$ cat config.mk
export PLATFORM = sky130hd
export DESIGN_NAME = it8951_spi_responder
export DESIGN_NICKNAME = d
export VERILOG_FILES = /design/src/rtl/it8951_pkg.sv /design/src/rtl/spi_slave_shifter.sv /design/src/rtl/it8951_spi_responder.sv
export SDC_FILE = /design/constraint.sdc
export NUM_CORES = 1
export LEC_CHECK = 0
export ABC_AREA = 1
export CAP_MARGIN = 10
export CELL_PAD_IN_SITES_DETAIL_PLACEMENT = 0
export CELL_PAD_IN_SITES_GLOBAL_PLACEMENT = 1
export CORE_ASPECT_RATIO = 1.75
export CORE_MARGIN = 2
export CORE_UTILIZATION = 35
export CTS_CLUSTER_DIAMETER = 80
export DETAILED_ROUTE_END_ITERATION = 7
export GPL_TIMING_DRIVEN = 0
export PLACE_DENSITY_LB_ADDON = 0.1
export SLEW_MARGIN = 20
export SYNTH_ARGS = -nofsm -noshare
export SYNTH_HDL_FRONTEND = slang
export SYNTH_SLANG_ARGS = --single-unit
$ cat constraint.sdc
create_clock -name clk_in -period 1.33 [get_ports clk_in]
set_input_delay 0.266 -clock clk_in [delete_from_list [all_inputs] [get_ports clk_in]]
set_output_delay 0.266 -clock clk_in [all_outputs]
set_load 0.05 [all_outputs]
$ cat src/rtl/it8951_pkg.sv
// Shared IT8951 host-interface constants: frame preambles, command codes, responder FSM states.
package it8951_pkg;

  localparam logic [15:0] PREAMBLE_CMD   = 16'h6000;
  localparam logic [15:0] PREAMBLE_WRITE = 16'h0000;
  localparam logic [15:0] PREAMBLE_READ  = 16'h1000;

  localparam logic [15:0] CMD_SYS_RUN      = 16'h0001;
  localparam logic [15:0] CMD_STANDBY      = 16'h0002;
  localparam logic [15:0] CMD_SLEEP        = 16'h0003;
  localparam logic [15:0] CMD_REG_RD       = 16'h0010;
  localparam logic [15:0] CMD_REG_WR       = 16'h0011;
  localparam logic [15:0] CMD_LD_IMG       = 16'h0020;
  localparam logic [15:0] CMD_LD_IMG_AREA  = 16'h0021;
  localparam logic [15:0] CMD_LD_IMG_END   = 16'h0022;
  localparam logic [15:0] CMD_DPY_AREA     = 16'h0034;
  localparam logic [15:0] CMD_GET_DEV_INFO = 16'h0302;

  typedef enum logic [2:0] {
    ST_IDLE,
    ST_PREAMBLE,
    ST_CMD,
    ST_WDATA,
    ST_RDUMMY,
    ST_RDATA,
    ST_DISCARD
  } state_t;

endpackage

$ cat src/rtl/spi_slave_shifter.sv
// SPI mode-0 slave datapath: pin synchronizers, edge detect, 16-bit rx/tx shift registers.
// Edge events appear 2 clk_in cycles after a pin change; word_done fires on the internal 16th rise.
module spi_slave_shifter (
  input  logic        clk_in,
  input  logic        rst,
  input  logic        spi_clk,
  input  logic        spi_cs,
  input  logic        spi_mosi,
  input  logic        tx_load,
  input  logic [15:0] tx_data,
  input  logic        tx_shift_en,
  output logic        word_done,
  output logic [15:0] rx_word,
  output logic        cs_rise,
  output logic        cs_fall,
  output logic        partial,
  output logic        tx_msb
);

  logic [2:0]  sclk_sync;
  logic [2:0]  cs_sync;
  logic [1:0]  mosi_sync;
  logic        armed;
  logic        skip_shift;
  logic [3:0]  bit_cnt;
  logic [15:0] rx_sr;
  logic [15:0] tx_sr;
  logic        sclk_rise;
  logic        sclk_fall;

  // armed is set only by a CS fall, so a frame interrupted by reset stays ignored until CS cycles
  assign sclk_rise = sclk_sync[1] & ~sclk_sync[2] & armed;
  assign sclk_fall = ~sclk_sync[1] & sclk_sync[2];
  assign cs_rise   = cs_sync[1] & ~cs_sync[2];
  assign cs_fall   = ~cs_sync[1] & cs_sync[2];
  assign word_done = sclk_rise && (bit_cnt == 4'd15);
  assign rx_word   = {rx_sr[14:0], mosi_sync[1]};
  assign partial   = cs_rise && armed && (bit_cnt != 4'd0) && !word_done;
  assign tx_msb    = tx_sr[15];

  always_ff @(posedge clk_in) begin
    if (rst) begin
      sclk_sync  <= '0;
      cs_sync    <= '0;
      mosi_sync  <= '0;
      armed      <= 1'b0;
      skip_shift <= 1'b0;
      bit_cnt    <= '0;
      rx_sr      <= '0;
      tx_sr      <= '0;
    end else begin
      sclk_sync <= {sclk_sync[1:0], spi_clk};
      cs_sync   <= {cs_sync[1:0], spi_cs};
      mosi_sync <= {mosi_sync[0], spi_mosi};

      if (cs_fall) begin
        armed   <= 1'b1;
        bit_cnt <= '0;
      end else if (sclk_rise) begin
        rx_sr   <= rx_word;
        bit_cnt <= bit_cnt + 4'd1;
      end
      if (cs_rise) begin
        armed   <= 1'b0;
        bit_cnt <= '0;
      end

      // the fall right after a word boundary presents the freshly loaded MSB instead of shifting
      if (tx_load)
        tx_sr <= tx_data;
      else if (sclk_fall && tx_shift_en && !skip_shift)
        tx_sr <= {tx_sr[14:0], 1'b0};

      if (word_done)
        skip_shift <= 1'b1;
      else if (sclk_fall)
        skip_shift <= 1'b0;
    end
  end

endmodule

$ cat src/rtl/it8951_spi_responder.sv
// IT8951 host-interface responder: preamble decode FSM, busy/ready handshake, read-data return.
// Valid/req/error pulses come 1 cycle after the internal word event; ready drops in that same cycle.
module it8951_spi_responder #(
  parameter int BUSY_CYCLES = 16
) (
  input  logic        clk_in,
  input  logic        rst,
  input  logic        spi_clk,
  input  logic        spi_cs,
  input  logic        spi_mosi,
  output logic        spi_miso,
  output logic        it8951_ready,
  input  logic        hold_busy,
  output logic        cmd_valid,
  output logic [15:0] cmd_code,
  output logic        wdata_valid,
  output logic [15:0] wdata,
  output logic        rdata_req,
  input  logic [15:0] rdata,
  output logic        frame_error
);
  import it8951_pkg::*;

  localparam int BW = $clog2(BUSY_CYCLES + 1);

  state_t        state_q, state_d;
  logic [BW-1:0] busy_cnt, busy_next;
  logic          ready_q;
  logic          rdata_req_d;
  logic          cmd_set, wr_set, req_set, err_set, load_now;
  logic          word_done, cs_rise, cs_fall, partial, tx_msb;
  logic [15:0]   rx_word;

  spi_slave_shifter u_shifter (
    .clk_in      (clk_in),
    .rst         (rst),
    .spi_clk     (spi_clk),
    .spi_cs      (spi_cs),
    .spi_mosi    (spi_mosi),
    .tx_load     (load_now | rdata_req_d),
    .tx_data     (rdata),
    .tx_shift_en (state_q == ST_RDATA),
    .word_done   (word_done),
    .rx_word     (rx_word),
    .cs_rise     (cs_rise),
    .cs_fall     (cs_fall),
    .partial     (partial),
    .tx_msb      (tx_msb)
  );

  always_comb begin
    state_d  = state_q;
    cmd_set  = 1'b0;
    wr_set   = 1'b0;
    req_set  = 1'b0;
    err_set  = 1'b0;
    load_now = 1'b0;
    case (state_q)
      ST_IDLE:     if (cs_fall) state_d = ST_PREAMBLE;
      ST_PREAMBLE: if (word_done) begin
        case (rx_word)
          PREAMBLE_CMD:   state_d = ST_CMD;
          PREAMBLE_WRITE: state_d = ST_WDATA;
          PREAMBLE_READ: begin
            state_d = ST_RDUMMY;
            req_set = 1'b1;
          end
          default: begin
            state_d = ST_DISCARD;
            err_set = 1'b1;
          end
        endcase
      end
      ST_CMD:      cmd_set = word_done;
      ST_WDATA:    wr_set  = word_done;
      ST_RDUMMY:   if (word_done) begin
        load_now = 1'b1;
        state_d  = ST_RDATA;
      end
      // each request supplies the word shifted out during the next word; it is latched once valid
      ST_RDATA:    req_set = word_done;
      default:     ;
    endcase
    if (cs_rise) begin
      state_d = ST_IDLE;
      if (partial) err_set = 1'b1;
    end
  end

  always_comb begin
    if (word_done)
      busy_next = BW'(BUSY_CYCLES);
    else if (busy_cnt != '0)
      busy_next = busy_cnt - BW'(1);
    else
      busy_next = busy_cnt;
  end

  always_ff @(posedge clk_in) begin
    if (rst) begin
      state_q     <= ST_IDLE;
      busy_cnt    <= '0;
      ready_q     <= 1'b0;
      cmd_valid   <= 1'b0;
      cmd_code    <= '0;
      wdata_valid <= 1'b0;
      wdata       <= '0;
      rdata_req   <= 1'b0;
      rdata_req_d <= 1'b0;
      frame_error <= 1'b0;
    end else begin
      state_q     <= state_d;
      busy_cnt    <= busy_next;
      ready_q     <= (busy_next == '0);
      cmd_valid   <= cmd_set;
      wdata_valid <= wr_set;
      rdata_req   <= req_set;
      rdata_req_d <= rdata_req;
      frame_error <= err_set;
      if (cmd_set) cmd_code <= rx_word;
      if (wr_set)  wdata    <= rx_word;
    end
  end

  assign it8951_ready = ready_q & ~hold_busy;
  assign spi_miso     = (state_q == ST_RDATA) & tx_msb;

endmodule
==> notes.md <==
impl run done, here's what came out: outcome finished, violations left, failing checks negative setup slack, highest achievable clock rate between 600 and 700 MHz, Top-Level Pins 60, ys cells roughly 520, Levels on crit path 8, area share of fa/ha/maj cells after synthesis less than 1%, number of detailed-routing iterations run before antenna repair 4, final net count between 600 and 700, clock tree cell share of total cell area 5.129%, fraction of the mapped netlist area in compound gates roughly 13%, deepest clock path buffer count 2, clock tree from TritonCTS built, CP required approximately 1600 ps, fp util a little over a third, crit share post-route 112.4%, CTS H-tree lvls 3, Logic inverters roughly 74, smallest setup slack after layout -164.6 ps, prevailing post-synth register cell sky130_fd_sc_hd__dfxtp_1, Synth Cell Area ~3800 µm², number of stages on the worst hold path 2, buffering stage count on the worst path with inverters included 3, endpoints failing setup around 55, Warnings, synthesis 0, Clk network pwr share 40.8%, share of async-settable or async-resettable flops after synthesis 0%, number of vias per cell after detailed routing 4.930, worst setup path category reg -> reg, worst-path cell chain ha_4, nand3_4, nor2_4, buf_6, buf_8, buf_8, nand3_2, a21oi_2, antenna violations before repair 0, total number of sequential cells around 90, area share of the leading cell type in the synthesized netlist a little under half, unrepaired setup endpoints after global routing true, total combinational power slightly below 600 µW, floorplan net count between 500 and 600, sequential fraction of total cell area 34.18%
### Sequential cells coloured by netlist name

The bar under the picture is 20 µm long. Other sequential cells in the stronger grey, the rest of the logic in the fainter grey.
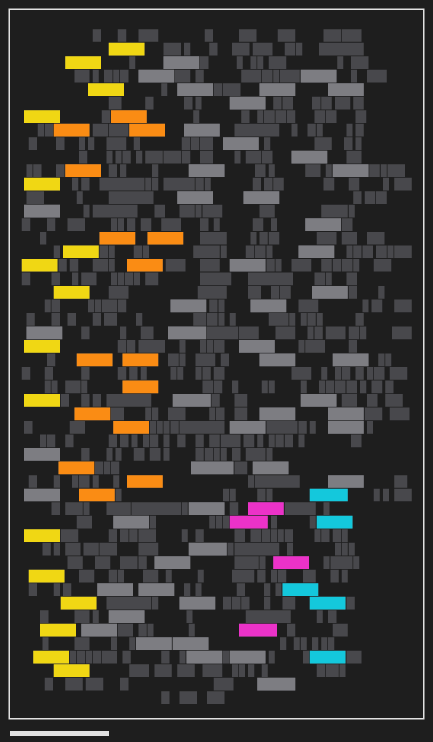
u_shifter.bit_cnt: in magenta, sequential cells 4, where bottom centre. cmd_code: in yellow, sequential cells 16. busy_cnt: in cyan, sequential cells 5, where lower right. u_shifter.rx_sr: in orange, sequential cells 15.

### Routing congestion

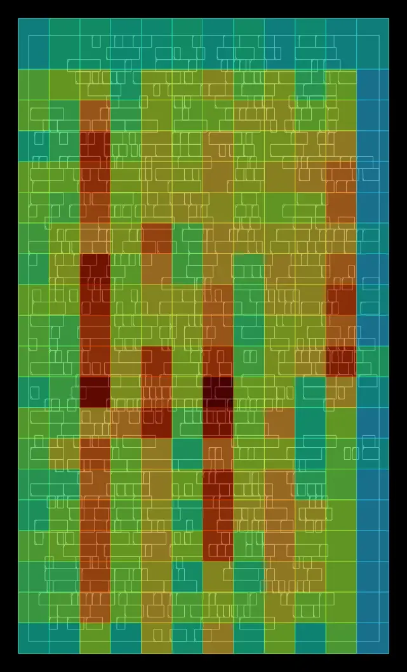
layer with the highest usage: met2
met1 track utilization from global routing: 19.47%

### Nets reached from selected ports

The bar under the picture is 20 µm long.
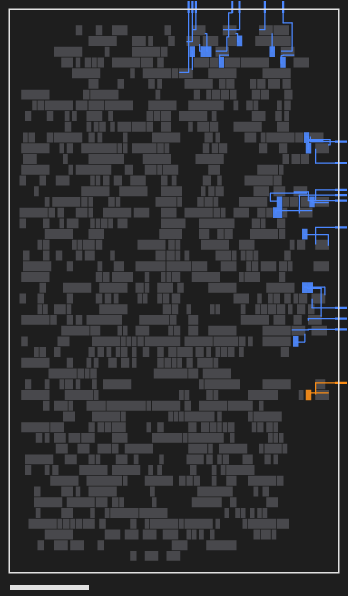
hold_busy: in orange, bits 1, direction input, edge right, end cells 1, buffers 1, wire 12.7 µm. rdata: in blue, bits 16, direction input, edge 9 right, 7 top, end cells 16, buffers 16, wire 265 µm.

### Selected gate families

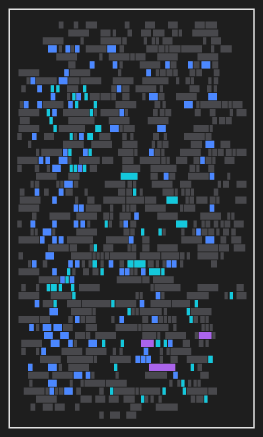
fa/ha/maj cells: in purple, cells 3. nor cells: in cyan, cells 60. aoi and oai cells: in blue, cells 103.
filler-free cell count of the finished design: 745
logic share of the area: 35.95%

Power figures rest on the tool's default switching activity, not on a simulated workload.
